==> run_1/m3.png <==
Drawn at 3 px/µm.
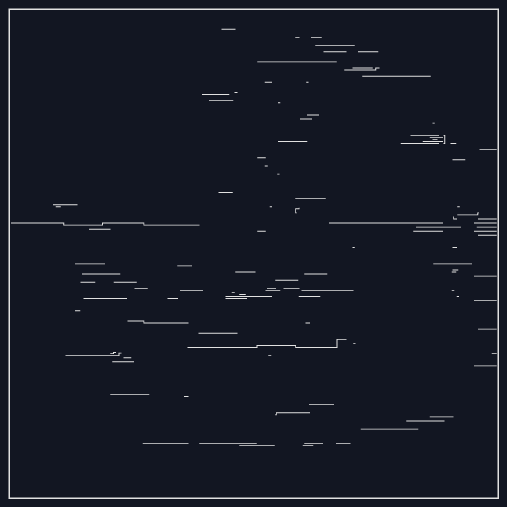
==> run_1/gates.png <==
Drawn at 1.5 px/µm.
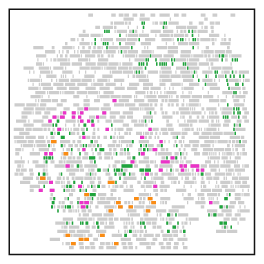
==> run_1/layers.png <==
Drawn at 1.5 px/µm.
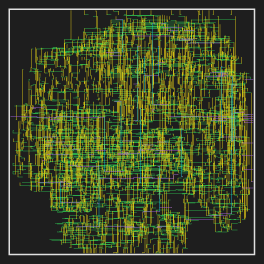
<file path="src/rtl/idct_pkg.sv">
// Shared state encoding, default widths and accumulator sizing for the 8x8 inverse-DCT engine.
package idct_pkg;

    typedef enum logic [2:0] {
        ST_IDLE,
        ST_ADDR,
        ST_READ,
        ST_WAIT,
        ST_ACCUM,
        ST_WRITE,
        ST_DONE
    } state_t;

    localparam int COEF_W_DEF      = 12;
    localparam int BASIS_W_DEF     = 16;
    localparam int FRAC_DEF        = 14;
    localparam int PIX_W_DEF       = 8;
    localparam int LEVEL_SHIFT_DEF = 128;

    // Six guard bits hold the sum of 64 full-scale products without overflow.
    function automatic int acc_width(input int coef_w, input int basis_w);
        return coef_w + basis_w + 6;
    endfunction

endpackage

</file>
<file path="src/rtl/pixel_round_sat.sv">
// Rounds the fixed-point accumulator to an integer, applies the level shift and clamps to pixel range.
module pixel_round_sat #(
    parameter int ACC_W       = 34,
    parameter int FRAC        = 14,
    parameter int PIX_W       = 8,
    parameter int LEVEL_SHIFT = 128
) (
    input  logic signed [ACC_W-1:0] acc,
    output logic        [PIX_W-1:0] pix
);

    localparam logic signed [ACC_W:0] HALF    = (ACC_W+1)'(1) << (FRAC - 1);
    localparam logic signed [ACC_W:0] LVL     = (ACC_W+1)'(LEVEL_SHIFT);
    localparam logic signed [ACC_W:0] PIX_MAX = (ACC_W+1)'((1 << PIX_W) - 1);

    // One extra bit so the rounding add can never wrap.
    logic signed [ACC_W:0] acc_ext;
    logic signed [ACC_W:0] rounded;
    logic signed [ACC_W:0] shifted;
    logic signed [ACC_W:0] leveled;

    assign acc_ext = {acc[ACC_W-1], acc};
    assign rounded = acc_ext + HALF;
    assign shifted = rounded >>> FRAC;
    assign leveled = shifted + LVL;

    always_comb begin
        pix = '0;
        if (leveled < 0) begin
            pix = '0;
        end else if (leveled > PIX_MAX) begin
            pix = '1;
        end else begin
            pix = leveled[PIX_W-1:0];
        end
    end

endmodule

</file>
<file path="src/rtl/idct_8x8_engine.sv">
// Inverse-DCT sequencer: walks 64 pixels x 64 coefficients, accumulating F(u,v)*B(x,y,u,v) per pixel.
module idct_8x8_engine
    import idct_pkg::*;
#(
    parameter int COEF_W      = COEF_W_DEF,
    parameter int BASIS_W     = BASIS_W_DEF,
    parameter int FRAC        = FRAC_DEF,
    parameter int PIX_W       = PIX_W_DEF,
    parameter int LEVEL_SHIFT = LEVEL_SHIFT_DEF
) (
    input  logic                      Clock,
    input  logic                      Reset,
    input  logic                      Start,
    output logic [5:0]                Coef_Addr,
    output logic [11:0]               Basis_Addr,
    output logic                      Read_Enable,
    input  logic signed [COEF_W-1:0]  Coef_Data,
    input  logic signed [BASIS_W-1:0] Basis_Data,
    output logic [5:0]                Pixel_Addr,
    output logic [PIX_W-1:0]          Pixel_Data,
    output logic                      Pixel_Valid,
    output logic                      Busy,
    output logic                      Ready
);

    localparam int ACC_W  = acc_width(COEF_W, BASIS_W);
    localparam int PROD_W = COEF_W + BASIS_W;

    state_t                   state_reg;
    logic [2:0]               u_reg, v_reg, x_reg, y_reg;
    logic signed [ACC_W-1:0]  acc_reg;
    logic                     read_enable_reg;
    logic                     pixel_valid_reg;
    logic                     busy_reg;
    logic                     ready_reg;
    logic [5:0]               pixel_addr_reg;
    logic [PIX_W-1:0]         pixel_data_reg;

    logic signed [PROD_W-1:0] product;
    logic signed [ACC_W-1:0]  acc_next;
    logic [PIX_W-1:0]         pix_rounded;
    logic [5:0]               uv_next;
    logic [5:0]               xy_next;
    logic                     last_term;
    logic                     last_pixel;

    assign product    = PROD_W'(Coef_Data) * PROD_W'(Basis_Data);
    assign acc_next   = acc_reg + ACC_W'(product);
    assign uv_next    = {u_reg, v_reg} + 6'd1;
    assign xy_next    = {x_reg, y_reg} + 6'd1;
    assign last_term  = (u_reg == 3'd7) && (v_reg == 3'd7);
    assign last_pixel = (x_reg == 3'd7) && (y_reg == 3'd7);

    // The pixel is formed from the sum including the final term, so it can be captured entering WRITE.
    pixel_round_sat #(
        .ACC_W       (ACC_W),
        .FRAC        (FRAC),
        .PIX_W       (PIX_W),
        .LEVEL_SHIFT (LEVEL_SHIFT)
    ) u_round (
        .acc (acc_next),
        .pix (pix_rounded)
    );

    always_ff @(posedge Clock) begin
        if (Reset) begin
            state_reg       <= ST_IDLE;
            u_reg           <= '0;
            v_reg           <= '0;
            x_reg           <= '0;
            y_reg           <= '0;
            acc_reg         <= '0;
            read_enable_reg <= 1'b0;
            pixel_valid_reg <= 1'b0;
            busy_reg        <= 1'b0;
            ready_reg       <= 1'b0;
            pixel_addr_reg  <= '0;
            pixel_data_reg  <= '0;
        end else begin
            read_enable_reg <= 1'b0;
            pixel_valid_reg <= 1'b0;
            ready_reg       <= 1'b0;
            case (state_reg)
                ST_IDLE: begin
                    if (Start) begin
                        state_reg <= ST_ADDR;
                        busy_reg  <= 1'b1;
                    end
                end
                ST_ADDR: begin
                    state_reg       <= ST_READ;
                    read_enable_reg <= 1'b1;
                end
                ST_READ: state_reg <= ST_WAIT;
                ST_WAIT: state_reg <= ST_ACCUM;
                ST_ACCUM: begin
                    acc_reg        <= acc_next;
                    {u_reg, v_reg} <= uv_next;
                    if (last_term) begin
                        state_reg       <= ST_WRITE;
                        pixel_valid_reg <= 1'b1;
                        pixel_data_reg  <= pix_rounded;
                        pixel_addr_reg  <= {x_reg, y_reg};
                    end else begin
                        state_reg <= ST_ADDR;
                    end
                end
                ST_WRITE: begin
                    acc_reg        <= '0;
                    {x_reg, y_reg} <= xy_next;
                    u_reg          <= '0;
                    v_reg          <= '0;
                    if (last_pixel) begin
                        state_reg <= ST_DONE;
                        ready_reg <= 1'b1;
                    end else begin
                        state_reg <= ST_ADDR;
                    end
                end
                ST_DONE: begin
                    state_reg <= ST_IDLE;
                    busy_reg  <= 1'b0;
                end
                default: state_reg <= ST_IDLE;
            endcase
        end
    end

    assign Coef_Addr   = {u_reg, v_reg};
    assign Basis_Addr  = {x_reg, y_reg, u_reg, v_reg};
    assign Read_Enable = read_enable_reg;
    assign Pixel_Addr  = pixel_addr_reg;
    assign Pixel_Data  = pixel_data_reg;
    assign Pixel_Valid = pixel_valid_reg;
    assign Busy        = busy_reg;
    assign Ready       = ready_reg;

endmodule

</file>
<file path="config.mk">
export PLATFORM = sky130hd
export DESIGN_NAME = idct_8x8_engine
export DESIGN_NICKNAME = d
export VERILOG_FILES = /design/src/rtl/idct_pkg.sv /design/src/rtl/pixel_round_sat.sv /design/src/rtl/idct_8x8_engine.sv
export SDC_FILE = /design/constraint.sdc
export NUM_CORES = 1
export LEC_CHECK = 0
export CORE_MARGIN = 2
export CORE_UTILIZATION = 50
export CTS_CLUSTER_DIAMETER = 80
export DETAILED_ROUTE_END_ITERATION = 8
export PLACE_DENSITY = 0.67
export SLEW_MARGIN = 20
export SYNTH_ARGS = -nofsm -noshare
export SYNTH_HDL_FRONTEND = slang
export SYNTH_HIERARCHICAL = 1
export SYNTH_SLANG_ARGS = --single-unit
export TNS_END_PERCENT = 10
</file>
<file path="constraint.sdc">
create_clock -name Clock -period 11.8 [get_ports Clock]
set_input_delay 2.36 -clock Clock [delete_from_list [all_inputs] [get_ports Clock]]
set_output_delay 2.36 -clock Clock [all_outputs]
set_load 0.05 [all_outputs]
</file>
==> run summary, run 1 <==
Implementation numbers.

- The worst setup path is launched from an input pin.
- The cts-stage hold buffer count is 0.
- The number of violations of the max-capacitance limit is 0.
- The per-instance average area after synthesis is 9.100 µm².
- The type of the tightest min-delay check is reg2reg.
- The run finished with clean final reports.
- For this design, the slowest cell found on the critical path is sky130_fd_sc_hd__clkdlybuf4s50_1.
- The highest cell delay on the worst timing path is 690 ps.
- The via count is 9476.
- The setup clock skew after layout is 12.04 ps.
- The total number of H-tree levels is 3.
- The post-route standard cell area excluding fillers is 13800 µm².
- The detailed router reported a total wirelength of 28230 µm.
- Setup repair after global routing left no endpoint under its margin.
- Per the detail_route report, routed wire per instance is 16.13 µm.
- The number of warnings issued by yosys is 6.
- The fraction of the cycle the final worst path needs is 95.09%.
- Along the worst path, the maximum fanout reaches 16.
- The post-route setup TNS is 0 ps.
- The total placed instance area is 13510 µm².
- The highest clock frequency the design can meet is 0.08912 GHz.
- Post-CTS repair ended up resizing 0 cells.
- The count of endpoints failing setup in the final report is 0.
- The number of warnings in the stage logs is 28.
- The global-route wire length before repair is 48160 µm.
- The detailed-routing iteration count for the pre-antenna-repair pass is 5.
- The area of the die is 26400 µm².
- The count of final max-slew check failures is 0.
- The via count of the first global-routing pass is 9632.
- Summing every instance area after synthesis gives 12560 µm².
- Once layout is complete, the cells apart from fillers number 1750.
- The max-slew headroom at the worst pin is 28.69%.
- Endpoints failing hold in the final report were tallied at 0.
- Per the CTS log, the root buffer master is sky130_fd_sc_hd__clkbuf_16.
- The post-CTS setup buffer count is 0.
- The global placer's final weighted congestion is 0.8932.
- The clock reaches the later pin of the worst-skew pair after 340 ps.
- The count of boundary I/O pins is 67.
- The clock-pin slew on the worst setup and hold paths is 60 ps.
- STA classifies the critical path endpoint as a register.
- The overall global routing resource usage is 22.72%.
- The iteration-0 DRC count of the detailed router is 594.
- According to the timing report, the arrival time at the worst endpoint equals 11400 ps.
- The maximum root-to-sink buffer count is 2.
- The floorplan-stage core utilization is 50.45%.
- The measured slew at the worst slew-check pin is 1069 ps.
- The post-synthesis to final-layout area growth is 9.913%.
- The post-detailed-route via-to-cell ratio is 5.415.
- The clock tree has to reach 67 sinks.
- The final critical path time including I/O delays and setup is 11220 ps.
- TritonCTS created 9 clock buffers.
- The flip-flop count of the largest register after layout is 34.
- The number of DRC violations after detailed routing is 0.
- The vertical die size is 162.5 µm.
- The cell count after synthesis came out at 1380.
- The largest net degree at the start of global routing is 51.
- The critical path endpoint has a required time of 11980 ps.
- The core region is 24890 µm².
- The detail route stage leaves a number of antenna-violating nets equal to 0.
- The most frequent cell on the critical path is sky130_fd_sc_hd__fa_1.
- The width of the die is 162.5 µm.
- The net count of the mapped netlist is 1735.
- In the placement report, post-DP HPWL is listed as 23590 µm.
- The worst setup path category is in2reg.
- Once placement completed, the tool counted placed cells totaling 1735.
- TritonCTS built the clock tree.
- The sum of overflow across all layers after global routing is 0.
- The number of antenna violations at the first check in global routing is 0.
- The fraction of final layout cells with drive strength greater than 1 is 6.479%.
- The initialized floorplan defines 58 standard-cell rows.
- During placement, the flow inserted port buffers numbering 66.
- The worst register-to-register path depth is 30.
- In the hold timing report, the worst path depth is 2.
- The count of antenna diodes in the layout is 0.
- The number of nets in the layout is 1771.
-- m3.png (at the start) --
main direction: horizontal
longest straight run: 37.7 µm
nets with wire on the layer: 83
wire length on this layer: 848 µm
share of all routed wire: 3.0%

-- gates.png (at the start) --
[orange] mux cells | cells: 19
[magenta] non-inverting ao/oa cells | cells: 47
[green] nand cells | cells: 216 | where: all over the die

-- layers.png (at the start) --
[yellow] M2 | wire length: 14700 µm
[cyan] M4 | wire length: 598 µm
[purple] M3 | wire length: 848 µm
[green] M1 | wire length: 12100 µm

==> run 1: stage by stage <==
step,util (%),setup WS (ps),hold slack [ps]
6_report,55.45,579.4,457.0
5_1_grt,55.45,52.66,483.6
4_1_cts,55.45,616.2,459.8
3_5_place_dp,54.28,305.0,446.9
3_3_place_gp,54.28,389.4,444.4
2_1_floorplan,-,1535,425.1
==> run 1: critical path: cells and delay by family <==
| kind | cells | cell delay, ps |
|---|---|---|
| multiplexers | 2 | 450 |
| AND/OR/NAND/NOR | 9 | 2130 |
| AND-OR/OR-AND | 5 | 1070 |
| XOR/XNOR | 3 | 780 |
| buffers and inverters | 5 | 890 |
| adder cells (fa/ha/maj) | 9 | 3690 |
==> run 1: final cells by class <==
class,count,area [µm²]
fill,2250,11090
clock inverter,6,66.31
tap,330,412.9
timing repair buffer,93,858.3
multi-input combinational,1027,10080
sequential,67,1341
clock buffer,9,225.2
inverter,218,818.3
==> run 1: cell usage in the layout, fill, tap and decap left out, types with 9 or more instances in the layout <==
| cell | n |
|---|---|
| sky130_fd_sc_hd__a21o_1 | 15 |
| sky130_fd_sc_hd__a21oi_1 | 49 |
| sky130_fd_sc_hd__a22o_1 | 12 |
| sky130_fd_sc_hd__a22oi_1 | 12 |
| sky130_fd_sc_hd__a31oi_1 | 19 |
| sky130_fd_sc_hd__and2_1 | 79 |
| sky130_fd_sc_hd__buf_4 | 27 |
| sky130_fd_sc_hd__clkbuf_16 | 9 |
| sky130_fd_sc_hd__clkdlybuf4s50_1 | 65 |
| sky130_fd_sc_hd__dfxtp_1 | 67 |
| sky130_fd_sc_hd__fa_1 | 231 |
| sky130_fd_sc_hd__ha_1 | 93 |
| sky130_fd_sc_hd__inv_1 | 218 |
| sky130_fd_sc_hd__mux2i_1 | 16 |
| sky130_fd_sc_hd__nand2_1 | 153 |
| sky130_fd_sc_hd__nand3_1 | 21 |
| sky130_fd_sc_hd__nand4_1 | 17 |
| sky130_fd_sc_hd__nor2_1 | 87 |
| sky130_fd_sc_hd__nor3_1 | 15 |
| sky130_fd_sc_hd__o21ai_0 | 16 |
| sky130_fd_sc_hd__xnor2_1 | 25 |
| sky130_fd_sc_hd__xor2_1 | 25 |
==> run 1: layer usage <==
metal  GRT usage, %  share of wire, %
met1          29.81                43
met2          40.58                52
met3          2.419               3.0
met4          5.270               2.1
met5              0                 0
==> run 1: worst paths after layout <==
kind | start | to | slack [ps]
setup / recovery | Coef_Data[2] | Pixel_Data[5] | 580
hold / removal | acc_reg[2] | acc_reg[2] | 460
setup reg to reg | acc_reg[7] | Pixel_Data[5] | 3770
hold reg to reg | acc_reg[2] | acc_reg[2] | 460
==> run_1/clock_wires.png <==
Drawn at 3 px/µm.
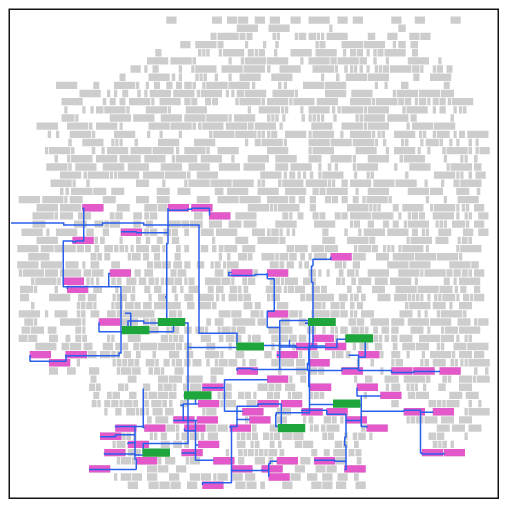

==> run 2, diff against run 1 <==
Settings changed: CTS_CLUSTER_SIZE set to 24, REMOVE_ABC_BUFFERS set to 1, SETUP_SLACK_MARGIN set to 0.1.
==> run_2/clock_wires.png <==
Drawn at 3 px/µm.
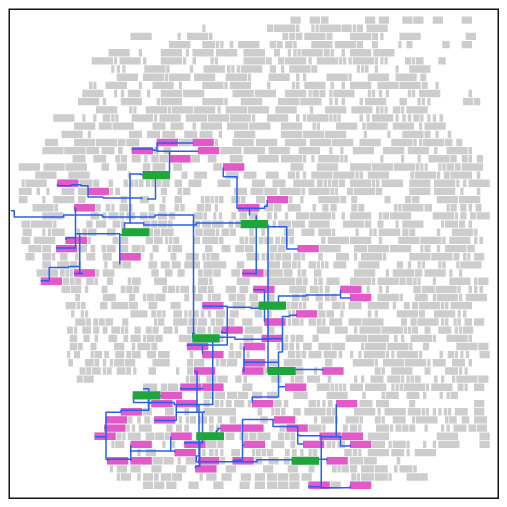
[blue] clock wires | length: 1090 µm
[green] clock-net drivers | count: 9
[magenta] flip-flops | count: 67
routed clock nets: 10

==> run 2 against run 1 <==
Against the previous run:
- area after synthesis is the same
- register-to-register slack about the same
- largest cell class unchanged
- worst setup slack improved by 67 ps
- highest routed layer unchanged
==> run summary, run 2 <==
Implementation numbers.

- The met1 routing resource usage after global routing is 32.01% (+2.2 points).
- The critical path's slowest stage uses the library cell sky130_fd_sc_hd__clkdlybuf4s50_1.
- The root cell of the clock tree is sky130_fd_sc_hd__clkbuf_16.
- The largest net degree at the start of global routing came to 51 (unchanged).
- The final critical path time including I/O delays and setup is 11150 ps (-67.09 ps).
- The cts-stage hold buffer count came to 0 (unchanged).
- The number of antenna violations at the first check in global routing was 0 (unchanged).
- The number of clock buffers inserted by TritonCTS is 9 (unchanged).
- The run finished with clean final reports.
- The post-place setup slack came to 157.2 ps (-147.8 ps).
- The final cell count without fillers is 1756 (+0.34%).
- The overall global routing resource usage is 23.56% (+0.84 points).
- The flip-flop count of the largest register after layout was 34 (unchanged).
- The fraction of final layout cells with drive strength greater than 1 was 6.942% (+0.46 points).
- The post-synth design cell area was 12560 µm² (unchanged).
- The detailed placer's ending HPWL is 24170 µm (+2.4%).
- The clock-pin slew on the worst setup and hold paths is 60 ps (about the same).
- The iteration-0 DRC count of the detailed router is 647 (+8.9%).
- The global-route met2 utilization is 40.08% (-0.50 points).
- STA classifies the critical path startpoint as an input pin.
- The leading cell type in the layout, fill and taps excluded is sky130_fd_sc_hd__fa_1.
- By instance count, the cell type seen most on the critical path is sky130_fd_sc_hd__fa_1.
- The floorplan-stage core utilization came to 50.45% (unchanged).
- The cell count of the worst hold path is 2 (unchanged).
- The worst setup path category is in2reg.
- The number of cells in the design after placement is 1740 (+0.29%).
- The highest cell delay on the worst timing path is 660 ps (-30 ps).
- The global placer's final weighted congestion is 0.8837 (-1.1%).
- The count of boundary I/O pins came to 67 (unchanged).
- The destination of the worst hold path is acc_reg[2].
- Looking at the global route congestion table, the highest-usage layer is met2.
- The wire length per cell is 16.18 µm (+0.28%).
- The via count of the first global-routing pass is 9962 (+3.4%).
- The post-route setup TNS is 0 ps (unchanged).
- The origin of the critical flop-to-flop path is acc_reg[7].
- The fraction of the cycle the final worst path needs is 94.52% (-0.57 points).
- The setup clock skew after layout is 6.155 ps (-5.883 ps).
- The count of final max-slew check failures is 0 (unchanged).
- The number of warnings in the stage logs is 27 (-3.6%).
- The number of filler cells placed in the layout is 2267 (+0.76%).
- The reg2reg setup slack is 3770 ps (about the same).
- The max-slew headroom at the worst pin was 31.33% (+2.6 points).
- The area of the die is 26400 µm² (unchanged).
- The per-instance average area after synthesis is 9.100 µm² (unchanged).
- The vertical die size was 162.5 µm (unchanged).
- The count of clock tree sinks is 67 (unchanged).
- The TritonCTS clock tree is done.
- The total wirelength of the detailed-routed design is 28410 µm (+0.62%).
- The cell count after synthesis came to 1380 (unchanged).
- The number of failing hold endpoints at the final stage is 0 (unchanged).
- The data required time of the worst path is 12000 ps (+20 ps).
- The type of the tightest min-delay check is reg2reg.
- The number of cells on the worst reg-to-reg path is 30 (unchanged).
- The number of warnings issued by yosys is 6 (unchanged).
- The highest clock frequency the design can meet came to 0.08966 GHz (+0.60%).
- The number of violations of the max-capacitance limit is 0 (unchanged).
==> run_2/m3.png <==
Drawn at 3 px/µm.
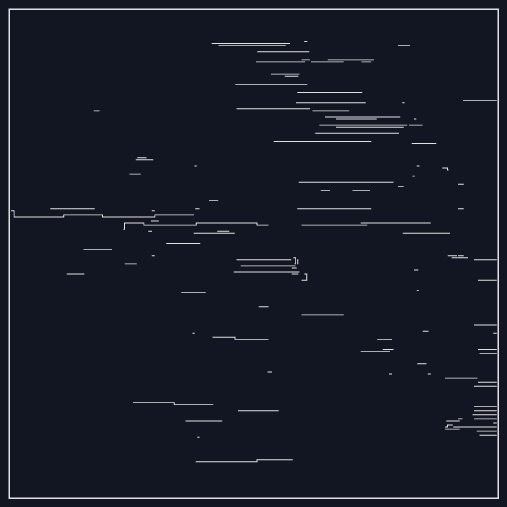
nets with wire on the layer: 83
main direction: horizontal
share of all routed wire: 3.9%
longest straight run: 32.2 µm
wire length on this layer: 1100 µm

[run 2: worst max-delay path, delay by kind of cell]
family | cells | cell delay [ps]
and+or+nand+nor | 9 | 2300
muxes | 2 | 470
xor gates and xnor gates | 3 | 810
AOI/OAI and AO/OA | 6 | 1080
adders and majority gates | 8 | 3430
buffers and inverters | 5 | 880
[run 2: metrics by stage]
stage	hold slack, ps	instance area (µm²)
6_report	458.6	13880
5_1_grt	481.7	13880
4_1_cts	460.8	13870
3_5_place_dp	452.2	13560
3_3_place_gp	444.6	13560
2_1_floorplan	425.1	12230
[run 2: how the worst max path moves through the flow]
stage / from / depth (start not counted) / end
5_1_grt: Basis_Data[5] / 33 / Pixel_Data[3]
4_1_cts: Coef_Data[2] / 33 / Pixel_Data[1]
3_5_place_dp: Coef_Data[2] / 33 / Pixel_Data[1]
6_report: Basis_Data[5] / 33 / Pixel_Data[1]
3_3_place_gp: Coef_Data[2] / 33 / Pixel_Data[1]
2_1_floorplan: Coef_Data[11] / 28 / Pixel_Data[1]
[run 2: cell type report]
cell class                 instances  area [µm²]  share of cell area [%]
clock inverter                     6       71.32                  0.5138
multi-input combinational       1027       10090                   72.72
timing repair buffer              98       903.4                   6.508
clock buffer                      10       239.0                   1.722
inverter                         218       818.3                   5.895
sequential                        67        1341                   9.663
tap                              330       412.9                   2.975
[run 2: metal layers]
layer / share of wire, % / vias up
met5: 0 / -
met4: 1.6 / 0
met3: 3.9 / 42
met2: 50 / 177
met1: 45 / 4741
li1: - / 4523
==> run_2/gates.png <==
Drawn at 1.5 px/µm.
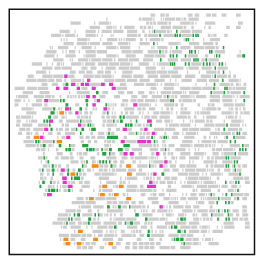

==> run 3, diff against run 2 <==
Settings changed: PLACE_DENSITY 0.67 to 0.65.
==> run_3/gates.png <==
Drawn at 1.5 px/µm.
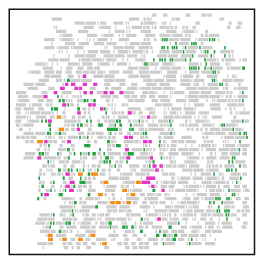
[magenta] non-inverting ao/oa cells | cells: 47
[orange] mux cells | cells: 19
[green] nand cells | cells: 216 | where: all over the die

==> run 3 against run 2 <==
Against the previous run:
- critical path type unchanged
- routed wire length up 0.68%
- die area unchanged
- clock skew up 1.5 ps
- hold slack better by 1.9 ps
- cell area down 0.26%
- highest routed layer unchanged
- area after synthesis unchanged
==> run summary, run 3 <==
Implementation numbers.

- Per the detail_route report, DRC violations left total 0.
- The measured slew at the worst slew-check pin is 992.5 ps.
- The flip-flop count of the largest register after layout is 34 (unchanged).
- The pre-antenna-repair detailed-routing pass consisted of 5 iterations.
- The max-slew headroom at the worst pin is 33.64% (+2.3 points).
- The fraction of final layout cells with drive strength greater than 1 is 6.746% (-0.20 points).
- The number of clock buffers inserted by TritonCTS was 9 (unchanged).
- The detailed-route wire length on metal 1 came to 13010 µm (+2.0%).
- The setup clock skew after layout is 7.614 ps (+1.458 ps).
- The worst setup path category is in2reg.
- The total met3 wirelength after detailed routing came to 922 µm (-16%).
- The largest net degree at the start of global routing is 51 (unchanged).
- CTS placed an instance of sky130_fd_sc_hd__clkbuf_16 at the clock tree root.
- The number of filler cells placed in the layout is 2304 (+1.6%).
- The maximum root-to-sink buffer count is 2.
- Signal nets in the final route climb as high as met4.
- The final critical path time including I/O delays and setup was 11100 ps (-53.42 ps).
- The sum of overflow across all layers after global routing is 0.
- In this run the post-CTS setup repair buffer count came out at 0.
- The total wirelength of the detailed-routed design is 28600 µm (+0.68%).
- The highest clock frequency the design can meet is 0.09009 GHz (+0.48%).
- The leading cell type in the layout, fill and taps excluded is sky130_fd_sc_hd__fa_1.
- The highest cell delay on the worst timing path is 650 ps (about the same).
- The post-place setup slack is 358.7 ps (+201.5 ps).
- Along the worst path, the maximum fanout reaches 12.
- The library cells used most frequently in the layout, excluding fill and tap cells, are 231 x sky130_fd_sc_hd__fa_1, 218 x sky130_fd_sc_hd__inv_1, 153 x sky130_fd_sc_hd__nand2_1, 93 x sky130_fd_sc_hd__ha_1, 87 x sky130_fd_sc_hd__nor2_1.
- The area of all sequential standard cells came to 1341 µm² (unchanged).
- The area of the die is 26400 µm² (unchanged).
- The amount of wire on met2 after detailed routing is 14310 µm (+1.5%).
- The clock network latency to the later pin of the worst-skew pair is 340 ps.
- The most numerous cell type found on the critical path is sky130_fd_sc_hd__fa_1.
- The flow ran to the end, and the final reports show no timing, DRC or antenna violations.
- The floorplan-stage core utilization is 50.45% (unchanged).
- Setup repair after global routing left no endpoint under its margin.
- The global-route wire length before repair is 50450 µm.
- The critical path's slowest cell is sky130_fd_sc_hd__clkdlybuf4s50_1.
- The H-tree was split into 3 levels.
- Once routing completed, OpenROAD measured the worst setup slack at 700.0 ps.
- The overall global routing resource usage came to 23.71% (+0.15 points).
- According to the hold report, the worst path is of the reg2reg type.
- The number of warnings in the stage logs is 27 (unchanged).
- The count of boundary I/O pins is 67 (unchanged).
- The worst setup path is captured at a register.
- The number of port buffers is 66.
- STA classifies the critical path startpoint as an input pin.
- The iteration-0 DRC count of the detailed router is 555 (-14%).
- The number of nets in the layout is 1775.
- The post-synthesis to final-layout area growth is 10.24%.
- Row generation in the floorplan step produced 58 rows.
- The number of violations of the max-capacitance limit is 0 (unchanged).
- The count of nets left with antenna violations once routing finished came out at 0.
- The per-instance average area after synthesis is 9.100 µm² (unchanged).
- The footprint of the multi-input gates is 10090 µm² (unchanged).
- The count of endpoints failing setup in the final report is 0.
- The cell count after synthesis was 1380 (unchanged).
- The number of failing hold endpoints at the final stage was 0 (unchanged).
- The number of warnings issued by yosys is 6 (unchanged).
- The buffer and inverter count on the worst path is 5 (unchanged).
- The TritonCTS clock tree is done.
- The post-route setup TNS is 0 ps (unchanged).
- The number of antenna violations at the first check in global routing is 0 (unchanged).
- The OpenROAD report gives the critical path a data arrival time of 11310 ps.
- The post-detailed-route via-to-cell ratio is 5.341.
- The post-synth design cell area is 12560 µm² (unchanged).
- The count of final max-slew check failures is 0 (unchanged).
- The width of the die is 162.5 µm.
- The wire length per cell came to 16.32 µm (+0.85%).
- In this design, the largest share of critical-path delay is due to adder cells.
- The vertical die size was 162.5 µm (unchanged).
- The detailed placer's ending HPWL is 24120 µm (-0.21%).
- The global placer's final weighted congestion is 0.8926 (+1.0%).
- The repair_antennas step left the layout with diodes totalling 0.
- The detailed router placed 9363 vias in this run.
- The count of clock tree sinks came to 67 (unchanged).
- The data required time of the worst path is 12010 ps (about the same).
- The fraction of the cycle the final worst path needs is 94.07% (-0.45 points).
- The via count of the first global-routing pass is 9916 (-0.46%).
- The area of the placeable core is 24890 µm².
- The clock-pin slew on the worst setup and hold paths was 60 ps (about the same).
==> run_3/layers.png <==
Drawn at 1.5 px/µm.
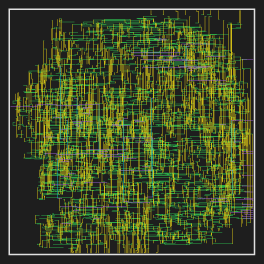
[cyan] M4 | wire length: 362 µm
[green] M1 | wire length: 13000 µm
[yellow] M2 | wire length: 14300 µm
[purple] M3 | wire length: 923 µm

-- run 3: worst register-to-register path, delay by kind of cell (launching register included) --
| kind | cells | cell delay (ps) |
|---|---|---|
| xor gates and xnor gates | 3 | 830 |
| adders and majority gates | 7 | 2920 |
| and+or+nand+nor | 8 | 2020 |
| AOI/OAI and AO/OA | 6 | 1110 |
| buffers and inverters | 4 | 230 |
| DFF | 1 | 350 |
| muxes | 2 | 460 |
-- run 3: final cells by class --
cell class	count	share of cell area, %
multi-input cells	1027	72.91
flip-flops and latches	67	9.688
repair buffers	97	6.471
inverters	218	5.911
well taps	330	2.982
clock buffers	9	1.627
clock inverters	5	0.4067
-- run 3: final timing paths --
| check | start | to | slack, ps | cells after the start |
|---|---|---|---|---|
| setup / recovery | Basis_Data[5] | Pixel_Data[2] | 700 | 33 |
| hold / removal | acc_reg[0] | acc_reg[0] | 460 | 2 |
| setup reg to reg | acc_reg[7] | Pixel_Data[2] | 3770 | 30 |
| hold reg to reg | acc_reg[0] | acc_reg[0] | 460 | 2 |
-- run 3: stage by stage --
stage	cell area [µm²]	instances	util, %	hold slack, ps
after detailed placement	13550	1739	54.43	452.2
after global placement	13550	1739	54.43	445.2
after CTS	13830	1753	55.56	461.2
after global routing	13840	1753	55.62	473.1
final	13840	1753	55.62	460.5
after floorplan	12230	1312	-	425.1
-- run 3: repair_timing --
item,4_1_cts,5_1_grt
endpoints found under the setup margin,0,8
gates resized,0,4
hold buffers,0,0
-- run 3: routing by layer --
layer  GRT usage [%]  vias up
met5               0        -
met4           3.902        0
met3           2.725       28
met2           40.77      162
met1           32.99     4666
li1                -     4507
